### config.mk
export PLATFORM = sky130hd
export DESIGN_NAME = scoreboard_ctrl_flat
export DESIGN_NICKNAME = d
export VERILOG_FILES = /design/src/rtl/scoreboard_ctrl_pkg.sv /design/src/rtl/scoreboard_ctrl_if.sv /design/src/rtl/scoreboard_ctrl_hazard_chk.sv /design/src/rtl/scoreboard_ctrl.sv /design/src/flat_wrapper.sv
export SDC_FILE = /design/constraint.sdc
export NUM_CORES = 1
export LEC_CHECK = 0
export CAP_MARGIN = 20
export CORE_AREA = 2 2 98 100
export DETAILED_ROUTE_END_ITERATION = 8
export DIE_AREA = 0 0 100 102
export HOLD_SLACK_MARGIN = 0.05
export SLEW_MARGIN = 20
export SYNTH_ARGS = -nofsm -noshare
export SYNTH_HDL_FRONTEND = slang
export SYNTH_SLANG_ARGS = --single-unit
### constraint.sdc
create_clock -name clk -period 16.4 [get_ports clk]
set_clock_uncertainty 0.15 [all_clocks]
set_input_delay 4.92 -clock clk [delete_from_list [all_inputs] [get_ports clk]]
set_output_delay 4.92 -clock clk [all_outputs]
set_load 0.02 [all_outputs]
### src/rtl/scoreboard_ctrl_pkg.sv
// scoreboard_ctrl_pkg
// Shared constants, FSM state encodings and helpers for the register
// scoreboard. Register file is 32 entries wide with x0 hard-wired to zero.
package scoreboard_ctrl_pkg;

  localparam int          RADDR_WIDTH  = 5;
  localparam int          NUM_REGS     = 32;
  localparam logic [4:0]  ZERO_REG     = 5'd0;
  localparam logic        READ_ENABLE  = 1'b1;
  localparam logic        WRITE_ENABLE = 1'b1;

  typedef enum logic [1:0] {
    ST_RUN   = 2'd0,
    ST_HAZ   = 2'd1,
    ST_DRAIN = 2'd2
  } sb_state_e;

  // One-hot register select; x0 never maps to a bit so it can never be
  // marked pending or cleared.
  function automatic logic [NUM_REGS-1:0] reg_onehot(input logic [RADDR_WIDTH-1:0] r);
    logic [NUM_REGS-1:0] oh;
    oh = {NUM_REGS{1'b0}};
    if (r != ZERO_REG) begin
      oh[r] = 1'b1;
    end else begin
      oh = {NUM_REGS{1'b0}};
    end
    return oh;
  endfunction

endpackage

### src/rtl/scoreboard_ctrl_if.sv
// scoreboard_ctrl_if
// Groups the decode request, long-latency writeback, flush and scoreboard
// status signals.
//   master : decode/writeback side (drives requests, observes status)
//   slave  : scoreboard side (observes requests, drives status)
interface scoreboard_ctrl_if
  import scoreboard_ctrl_pkg::*;
#(
  parameter int MAX_OUTSTANDING = 4
);
  localparam int CNT_W = $clog2(MAX_OUTSTANDING + 1);

  logic                   id_valid_i;
  logic                   id_reg1_re_i;
  logic                   id_reg2_re_i;
  logic [RADDR_WIDTH-1:0] id_reg1_raddr_i;
  logic [RADDR_WIDTH-1:0] id_reg2_raddr_i;
  logic                   id_reg_we_i;
  logic [RADDR_WIDTH-1:0] id_reg_waddr_i;
  logic                   id_long_i;
  logic                   id_fence_i;
  logic                   wb_long_we_i;
  logic [RADDR_WIDTH-1:0] wb_long_waddr_i;
  logic                   flush_i;
  logic                   stall_o;
  logic                   issue_o;
  logic [NUM_REGS-1:0]    pending_o;
  logic [CNT_W-1:0]       outstanding_o;

  modport master (
    output id_valid_i, id_reg1_re_i, id_reg2_re_i, id_reg1_raddr_i, id_reg2_raddr_i,
           id_reg_we_i, id_reg_waddr_i, id_long_i, id_fence_i,
           wb_long_we_i, wb_long_waddr_i, flush_i,
    input  stall_o, issue_o, pending_o, outstanding_o
  );

  modport slave (
    input  id_valid_i, id_reg1_re_i, id_reg2_re_i, id_reg1_raddr_i, id_reg2_raddr_i,
           id_reg_we_i, id_reg_waddr_i, id_long_i, id_fence_i,
           wb_long_we_i, wb_long_waddr_i, flush_i,
    output stall_o, issue_o, pending_o, outstanding_o
  );

endinterface

### src/rtl/scoreboard_ctrl_hazard_chk.sv
// hazard_chk
// Combinational RAW/WAW detection against the pending-write mask.
// A register being cleared by writeback this cycle is treated as ready.
//   reg1_re/reg2_re, reg1_raddr/reg2_raddr : source operand reads
//   reg_we, reg_waddr                       : destination write
//   pending, clr                            : pending mask and this-cycle clears
//   raw_hit, waw_hit                        : hazard flags
module hazard_chk
  import scoreboard_ctrl_pkg::*;
(
  input  logic                   reg1_re,
  input  logic                   reg2_re,
  input  logic [RADDR_WIDTH-1:0] reg1_raddr,
  input  logic [RADDR_WIDTH-1:0] reg2_raddr,
  input  logic                   reg_we,
  input  logic [RADDR_WIDTH-1:0] reg_waddr,
  input  logic [NUM_REGS-1:0]    pending,
  input  logic [NUM_REGS-1:0]    clr,
  output logic                   raw_hit,
  output logic                   waw_hit
);

  logic [NUM_REGS-1:0] busy_s;
  logic                raw1_s;
  logic                raw2_s;

  // Registers still busy once writeback forwarding is accounted for.
  assign busy_s = pending & ~clr;

  // Hazard evaluation; x0 is never a hazard.
  always_comb begin
    raw1_s  = (reg1_re == READ_ENABLE) && (reg1_raddr != ZERO_REG) && busy_s[reg1_raddr];
    raw2_s  = (reg2_re == READ_ENABLE) && (reg2_raddr != ZERO_REG) && busy_s[reg2_raddr];
    raw_hit = raw1_s || raw2_s;
    waw_hit = (reg_we == WRITE_ENABLE) && (reg_waddr != ZERO_REG) && busy_s[reg_waddr];
  end

endmodule

### src/rtl/scoreboard_ctrl.sv
// scoreboard_ctrl
// Tracks registers awaiting a long-latency writeback and stalls decode on
// RAW/WAW hazards, a full producer budget, or a fence with pending writes.
//   clk, rst : clock and asynchronous active-high reset
//   sb       : scoreboard_ctrl_if.slave (decode/writeback in, stall/issue/
//              pending mask/outstanding count out)
module scoreboard_ctrl
  import scoreboard_ctrl_pkg::*;
#(
  parameter int MAX_OUTSTANDING = 4
)(
  input  logic                  clk,
  input  logic                  rst,
  scoreboard_ctrl_if.slave      sb
);

  localparam int               CNT_W   = $clog2(MAX_OUTSTANDING + 1);
  localparam logic [CNT_W-1:0] CNT_MAX = CNT_W'(MAX_OUTSTANDING);
  localparam logic [CNT_W-1:0] CNT_ONE = {{(CNT_W-1){1'b0}}, 1'b1};
  localparam logic [CNT_W-1:0] CNT_ZERO = {CNT_W{1'b0}};

  sb_state_e           state_r, state_nxt_s;
  logic [NUM_REGS-1:0] pending_r, pending_nxt_s;
  logic [CNT_W-1:0]    cnt_r, cnt_nxt_s;

  logic [NUM_REGS-1:0] clr_s, set_s, after_clr_s;
  logic                any_clr_s, raw_hit_s, waw_hit_s, full_hit_s, drain_hit_s;
  logic                stall_s, issue_s, inc_s;

  // Only pending registers can clear; x0 is excluded by reg_onehot.
  assign clr_s       = sb.wb_long_we_i ? (pending_r & reg_onehot(sb.wb_long_waddr_i))
                                       : {NUM_REGS{1'b0}};
  assign any_clr_s   = |clr_s;
  assign after_clr_s = pending_r & ~clr_s;

  hazard_chk u_hazard_chk (
    .reg1_re    (sb.id_reg1_re_i),
    .reg2_re    (sb.id_reg2_re_i),
    .reg1_raddr (sb.id_reg1_raddr_i),
    .reg2_raddr (sb.id_reg2_raddr_i),
    .reg_we     (sb.id_reg_we_i),
    .reg_waddr  (sb.id_reg_waddr_i),
    .pending    (pending_r),
    .clr        (clr_s),
    .raw_hit    (raw_hit_s),
    .waw_hit    (waw_hit_s)
  );

  // Zero-latency stall/issue decision; a retiring producer frees a slot.
  always_comb begin
    full_hit_s  = sb.id_long_i && (cnt_r == CNT_MAX) && !any_clr_s;
    drain_hit_s = sb.id_fence_i && (after_clr_s != {NUM_REGS{1'b0}});
    stall_s     = sb.id_valid_i && !sb.flush_i &&
                  (raw_hit_s || waw_hit_s || full_hit_s || drain_hit_s);
    issue_s     = sb.id_valid_i && !sb.flush_i && !stall_s;
    inc_s       = issue_s && sb.id_long_i && (sb.id_reg_we_i == WRITE_ENABLE) &&
                  (sb.id_reg_waddr_i != ZERO_REG);
  end

  assign sb.stall_o       = stall_s;
  assign sb.issue_o       = issue_s;
  assign sb.pending_o     = pending_r;
  assign sb.outstanding_o = cnt_r;

  // Next pending mask and producer count. A set applied after clears lets a
  // new producer reuse a register retiring in the same cycle.
  always_comb begin
    set_s         = inc_s ? reg_onehot(sb.id_reg_waddr_i) : {NUM_REGS{1'b0}};
    pending_nxt_s = after_clr_s | set_s;
    cnt_nxt_s     = cnt_r;
    if (inc_s && !any_clr_s && (cnt_r != CNT_MAX)) begin
      cnt_nxt_s = cnt_r + CNT_ONE;
    end else if (any_clr_s && !inc_s && (cnt_r != CNT_ZERO)) begin
      cnt_nxt_s = cnt_r - CNT_ONE;
    end else begin
      cnt_nxt_s = cnt_r;
    end
  end

  // FSM next-state; flush always returns to RUN.
  always_comb begin
    state_nxt_s = state_r;
    if (sb.flush_i) begin
      state_nxt_s = ST_RUN;
    end else begin
      case (state_r)
        ST_RUN: begin
          if (stall_s && drain_hit_s) begin
            state_nxt_s = ST_DRAIN;
          end else if (stall_s) begin
            state_nxt_s = ST_HAZ;
          end else begin
            state_nxt_s = ST_RUN;
          end
        end
        ST_HAZ, ST_DRAIN: begin
          if (!stall_s) begin
            state_nxt_s = ST_RUN;
          end else begin
            state_nxt_s = state_r;
          end
        end
        default: state_nxt_s = ST_RUN;
      endcase
    end
  end

  // State, pending mask and counter registers; reset clears immediately.
  always_ff @(posedge clk or posedge rst) begin
    if (rst) begin
      state_r   <= ST_RUN;
      pending_r <= {NUM_REGS{1'b0}};
      cnt_r     <= CNT_ZERO;
    end else begin
      state_r   <= state_nxt_s;
      pending_r <= pending_nxt_s;
      cnt_r     <= cnt_nxt_s;
    end
  end

endmodule

### src/flat_wrapper.sv
// flat-port wrapper written by rule: the top's interface ports become plain ports
module scoreboard_ctrl_flat import scoreboard_ctrl_pkg::*;
#(
  parameter int MAX_OUTSTANDING = 4
)
  (clk, rst, sb_id_valid_i, sb_id_reg1_re_i, sb_id_reg2_re_i, sb_id_reg1_raddr_i, sb_id_reg2_raddr_i, sb_id_reg_we_i, sb_id_reg_waddr_i, sb_id_long_i, sb_id_fence_i, sb_wb_long_we_i, sb_wb_long_waddr_i, sb_flush_i, sb_stall_o, sb_issue_o, sb_pending_o, sb_outstanding_o);
  scoreboard_ctrl_if #(.MAX_OUTSTANDING(MAX_OUTSTANDING)) sb_i ();
  input  logic clk;
  input  logic rst;
  input wire logic [$bits(sb_i.id_valid_i)-1:0] sb_id_valid_i;
  input wire logic [$bits(sb_i.id_reg1_re_i)-1:0] sb_id_reg1_re_i;
  input wire logic [$bits(sb_i.id_reg2_re_i)-1:0] sb_id_reg2_re_i;
  input wire logic [$bits(sb_i.id_reg1_raddr_i)-1:0] sb_id_reg1_raddr_i;
  input wire logic [$bits(sb_i.id_reg2_raddr_i)-1:0] sb_id_reg2_raddr_i;
  input wire logic [$bits(sb_i.id_reg_we_i)-1:0] sb_id_reg_we_i;
  input wire logic [$bits(sb_i.id_reg_waddr_i)-1:0] sb_id_reg_waddr_i;
  input wire logic [$bits(sb_i.id_long_i)-1:0] sb_id_long_i;
  input wire logic [$bits(sb_i.id_fence_i)-1:0] sb_id_fence_i;
  input wire logic [$bits(sb_i.wb_long_we_i)-1:0] sb_wb_long_we_i;
  input wire logic [$bits(sb_i.wb_long_waddr_i)-1:0] sb_wb_long_waddr_i;
  input wire logic [$bits(sb_i.flush_i)-1:0] sb_flush_i;
  output wire logic [$bits(sb_i.stall_o)-1:0] sb_stall_o;
  output wire logic [$bits(sb_i.issue_o)-1:0] sb_issue_o;
  output wire logic [$bits(sb_i.pending_o)-1:0] sb_pending_o;
  output wire logic [$bits(sb_i.outstanding_o)-1:0] sb_outstanding_o;
  assign sb_i.id_valid_i = sb_id_valid_i;
  assign sb_i.id_reg1_re_i = sb_id_reg1_re_i;
  assign sb_i.id_reg2_re_i = sb_id_reg2_re_i;
  assign sb_i.id_reg1_raddr_i = sb_id_reg1_raddr_i;
  assign sb_i.id_reg2_raddr_i = sb_id_reg2_raddr_i;
  assign sb_i.id_reg_we_i = sb_id_reg_we_i;
  assign sb_i.id_reg_waddr_i = sb_id_reg_waddr_i;
  assign sb_i.id_long_i = sb_id_long_i;
  assign sb_i.id_fence_i = sb_id_fence_i;
  assign sb_i.wb_long_we_i = sb_wb_long_we_i;
  assign sb_i.wb_long_waddr_i = sb_wb_long_waddr_i;
  assign sb_i.flush_i = sb_flush_i;
  assign sb_stall_o = sb_i.stall_o;
  assign sb_issue_o = sb_i.issue_o;
  assign sb_pending_o = sb_i.pending_o;
  assign sb_outstanding_o = sb_i.outstanding_o;
  scoreboard_ctrl #(.MAX_OUTSTANDING(MAX_OUTSTANDING)) u_core (.clk(clk), .rst(rst), .sb(sb_i));
endmodule
Figure 1. Clock distribution (run 1).
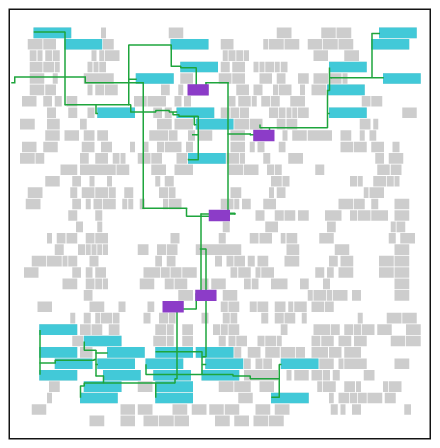
- flip-flops: cyan (count 35)
- clock-net drivers: purple (count 5)
- clock wires: green (length 539 µm)
- routed clock nets: 6
P_clk: 0.0000806 W
portion of total power attributed to the clock network: 26.6%
latest clock arrival within the worst-skew pair: 300 ps

Figure 2. I/O nets highlighted (run 1).
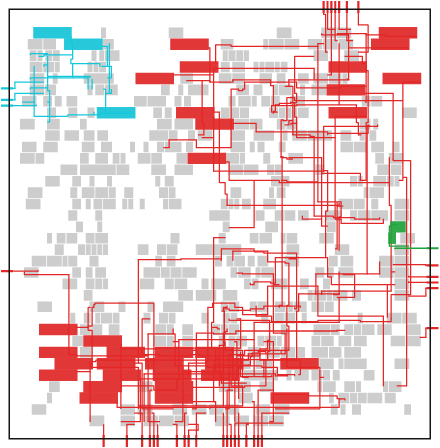
- `sb_id_reg1_re_i`: green (bits 1; direction input; end cells 3; buffers 1; wire 19.8 µm)
- `sb_outstanding_o`: cyan (bits 3; direction output; end cells 3; buffers 3; wire 181 µm)
- `sb_pending_o`: red (bits 32; direction output; end cells 32; buffers 32; wire 2970 µm)
Port-buffer cells: 66
I/O pin count: 67

Figure 3. Ports around the boundary (run 1).
Pins as bars across the die edge, other pins in gray.
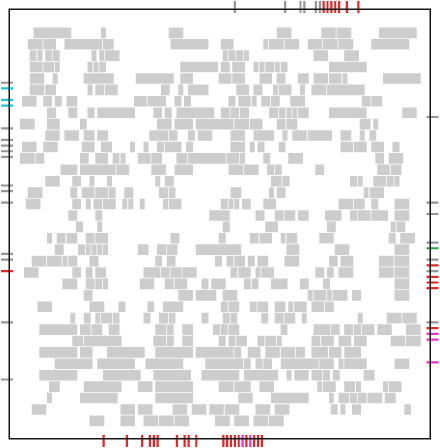
- `sb_id_reg1_re_i`: green (pins 1; direction input; edge east)
- `sb_outstanding_o`: cyan (pins 3; direction output; edge west)
- `sb_pending_o`: red (pins 32; direction output; edge 19 south, 7 north, 5 east, 1 west)
- `sb_wb_long_waddr_i`: magenta (pins 5; direction input; edge 3 east, 2 south)
- all pins by edge: 21 south, 17 west, 16 east, 13 north
die x size: 100 µm
die boundary height: 102 µm

Figure 4. Routed metal, one color a layer (run 1).
The bar under the picture is 20 µm long.
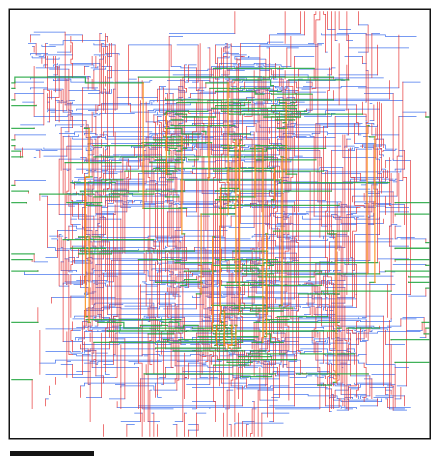
- M2: red (wire length 7230 µm)
- M1: blue (wire length 6540 µm)
- M4: orange (wire length 600 µm)
- M3: green (wire length 1810 µm)
drt total wl: 16200 µm
WL per Instance: 27.3 µm
combined global-route utilization of all metal layers: 31.7%
vias: 4185

==> impl_summary.log, run 1 <==
[metrics] run summary
[metrics] cell with the most instances after synthesis: o21ai_0
[metrics] Worst Slack Setup Final: 1690 ps
[metrics] number of design rule violations left after detail routing: 0
[metrics] number of enable-type register cells in the synthesized netlist: 0
[metrics] worst min-delay path startpoint: u_core.sb.pending_o[0]
[metrics] Top power group: combinational logic
[metrics] Critical Path Fanout Max: 21
[metrics] final number of hold-violating endpoints: 0
[metrics] Seq group: 0.000106 W
[metrics] unrepaired setup endpoints after global routing: no
[metrics] path type of the worst setup path: primary input to output pin
[metrics] critical path required time: 11330 ps
[metrics] number of global-route vias before repair: 3948
[metrics] Synth Net Count: 474
[metrics] Hold Crit Endpoint: u_core.sb.pending_o[0]
[metrics] number of antenna violations at the first check in global routing: 0
[metrics] placement row count: 35
[metrics] Largest type area fraction: 24.5%
[metrics] total number of H-tree levels: 2
[metrics] DRT met1 WL: 6540 µm
[metrics] post-CTS setup buffer count: 0
[metrics] outcome: completed
==> run 1 -> run 2 <==
--- a/config.mk
+++ b/config.mk
@@ -9,7 +9,7 @@
 export CORE_AREA = 2 2 98 100
 export DETAILED_ROUTE_END_ITERATION = 8
 export DIE_AREA = 0 0 100 102
-export HOLD_SLACK_MARGIN = 0.05
+export HOLD_SLACK_MARGIN = 0.08
 export SLEW_MARGIN = 20
 export SYNTH_ARGS = -nofsm -noshare
 export SYNTH_HDL_FRONTEND = slang
Figure 5. I/O nets highlighted (run 2).
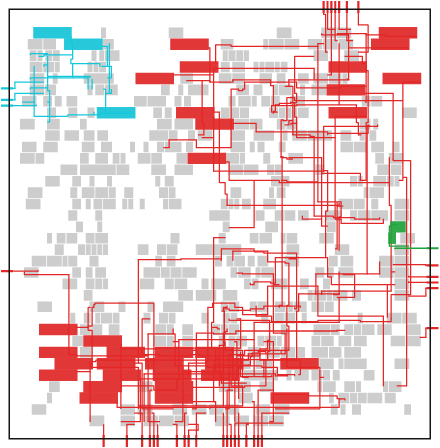
- `sb_id_reg1_re_i`: green (bits 1; direction input; end cells 3; buffers 1; wire 19.8 µm)
- `sb_outstanding_o`: cyan (bits 3; direction output; end cells 3; buffers 3; wire 181 µm)
- `sb_pending_o`: red (bits 32; direction output; end cells 32; buffers 32; wire 2970 µm)

==> impl_summary.log, run 2 <==
[metrics] run summary
[metrics] area used by sequential logic in the layout: 876 µm²
[metrics] Largest type area fraction: 24.5%
[metrics] number of design rule violations left after detail routing: 0
[metrics] I/O pin count: 67
[metrics] accumulated negative setup slack: 0 ps
[metrics] die boundary height: 102 µm
[metrics] Tap Cells: 111
[metrics] Port-buffer cells: 66
[metrics] DP HPWL: 12000 µm
[metrics] drt total wl: 16200 µm
[metrics] latest clock arrival within the worst-skew pair: 300 ps
[metrics] cell type with the highest occurrence count on the critical path: clkdlybuf4s50_1
[metrics] Top power group: combinational logic
[metrics] Seq group: 0.000106 W
[metrics] vias: 4185
[metrics] number of enable-type register cells in the synthesized netlist: 0
[metrics] combined global-route utilization of all metal layers: 31.7%
[metrics] number of cells on the worst reg-to-reg path: 13
[metrics] total number of H-tree levels: 2
[metrics] WL per Instance: 27.3 µm
[metrics] critical path required time: 11330 ps
[metrics] path type of the worst setup path: primary input to output pin
[metrics] P_clk: 0.0000806 W
[metrics] number of global-route vias before repair: 3948
[metrics] DRT met1 WL: 6540 µm
[metrics] outcome: completed
[metrics] Synth Net Count: 474
[metrics] cell with the most instances after synthesis: o21ai_0
[metrics] Worst Slack Setup Final: 1690 ps
[metrics] Critical Path Fanout Max: 21
[metrics] portion of total power attributed to the clock network: 26.6%
[metrics] Hold Crit Endpoint: u_core.sb.pending_o[0]
[metrics] placement row count: 35
[metrics] worst min-delay path startpoint: u_core.sb.pending_o[0]
[metrics] mean instance size in the synthesized netlist: 8.07 µm²
[metrics] die x size: 100 µm
[metrics] final number of hold-violating endpoints: 0
[metrics] unrepaired setup endpoints after global routing: no
Figure 6. Clock distribution (run 2).
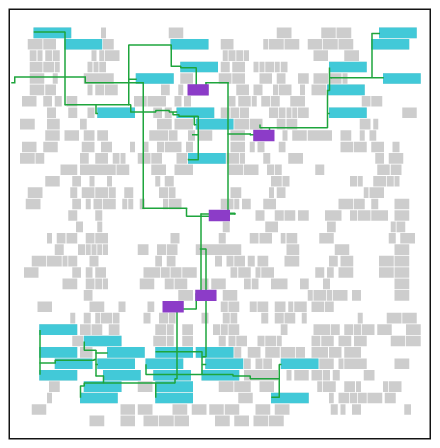
- clock wires: green (length 539 µm)
- flip-flops: cyan (count 35)
- clock-net drivers: purple (count 5)
- flops lie: spread over the die

==> run 2 -> run 3 <==
==> constraint.sdc (replaced) <==
create_clock -name clk -period 18.9 [get_ports clk]
set_clock_uncertainty 0.15 [all_clocks]
set_input_delay 5.67 -clock clk [delete_from_list [all_inputs] [get_ports clk]]
set_output_delay 5.67 -clock clk [all_outputs]
set_load 0.02 [all_outputs]
Figure 7. I/O nets highlighted (run 3).
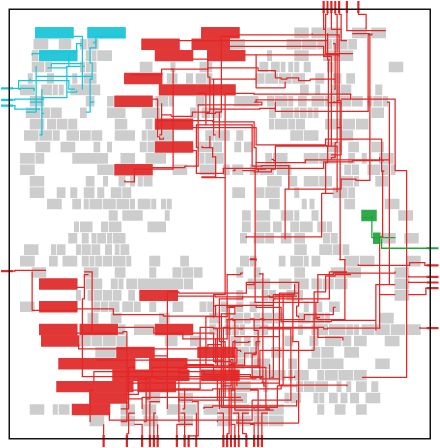
- `sb_outstanding_o`: cyan (bits 3; direction output; end cells 3; buffers 3; wire 178 µm)
- `sb_id_reg1_re_i`: green (bits 1; direction input; end cells 3; buffers 1; wire 27.1 µm)
- `sb_pending_o`: red (bits 32; direction output; end cells 32; buffers 32; wire 3200 µm)

==> impl_summary.log, run 3 <==
[metrics] run summary
[metrics] outcome: completed
[metrics] Seq group: 0.0000928 W
[metrics] area used by sequential logic in the layout: 876 µm²
[metrics] portion of total power attributed to the clock network: 25.8%
[metrics] I/O pin count: 67
[metrics] number of cells on the worst reg-to-reg path: 13
[metrics] cell with the most instances after synthesis: o21ai_0
[metrics] Synth Net Count: 474
[metrics] placement row count: 35
[metrics] cell type with the highest occurrence count on the critical path: clkdlybuf4s50_1
[metrics] Port-buffer cells: 66
[metrics] critical path required time: 13080 ps
[metrics] mean instance size in the synthesized netlist: 8.07 µm²
[metrics] die x size: 100 µm
[metrics] number of antenna violations at the first check in global routing: 0
[metrics] number of design rule violations left after detail routing: 0
[metrics] P_clk: 0.0000668 W
[metrics] DP HPWL: 11600 µm
[metrics] Largest type area fraction: 24.5%
[metrics] Hold Crit Endpoint: u_core.sb.pending_o[0]
[metrics] die boundary height: 102 µm
[metrics] worst min-delay path startpoint: u_core.sb.pending_o[0]
[metrics] number of global-route vias before repair: 3762
[metrics] unrepaired setup endpoints after global routing: no
[metrics] path type of the worst setup path: primary input to output pin
[metrics] total number of H-tree levels: 2
Figure 8. Routed metal, one color a layer (run 3).
The bar under the picture is 20 µm long.
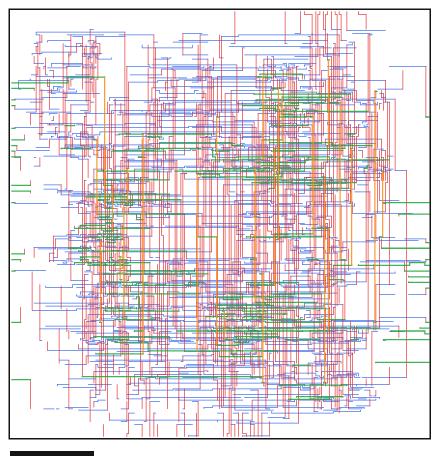
- M2: red (wire length 6880 µm)
- M1: blue (wire length 6370 µm)
- M4: orange (wire length 659 µm)
- M3: green (wire length 1560 µm)
drt total wl: 15500 µm
WL per Instance: 26.0 µm
combined global-route utilization of all metal layers: 29.8%
vias: 4074

No activity file was given, so power comes from the tool's default toggle rates.
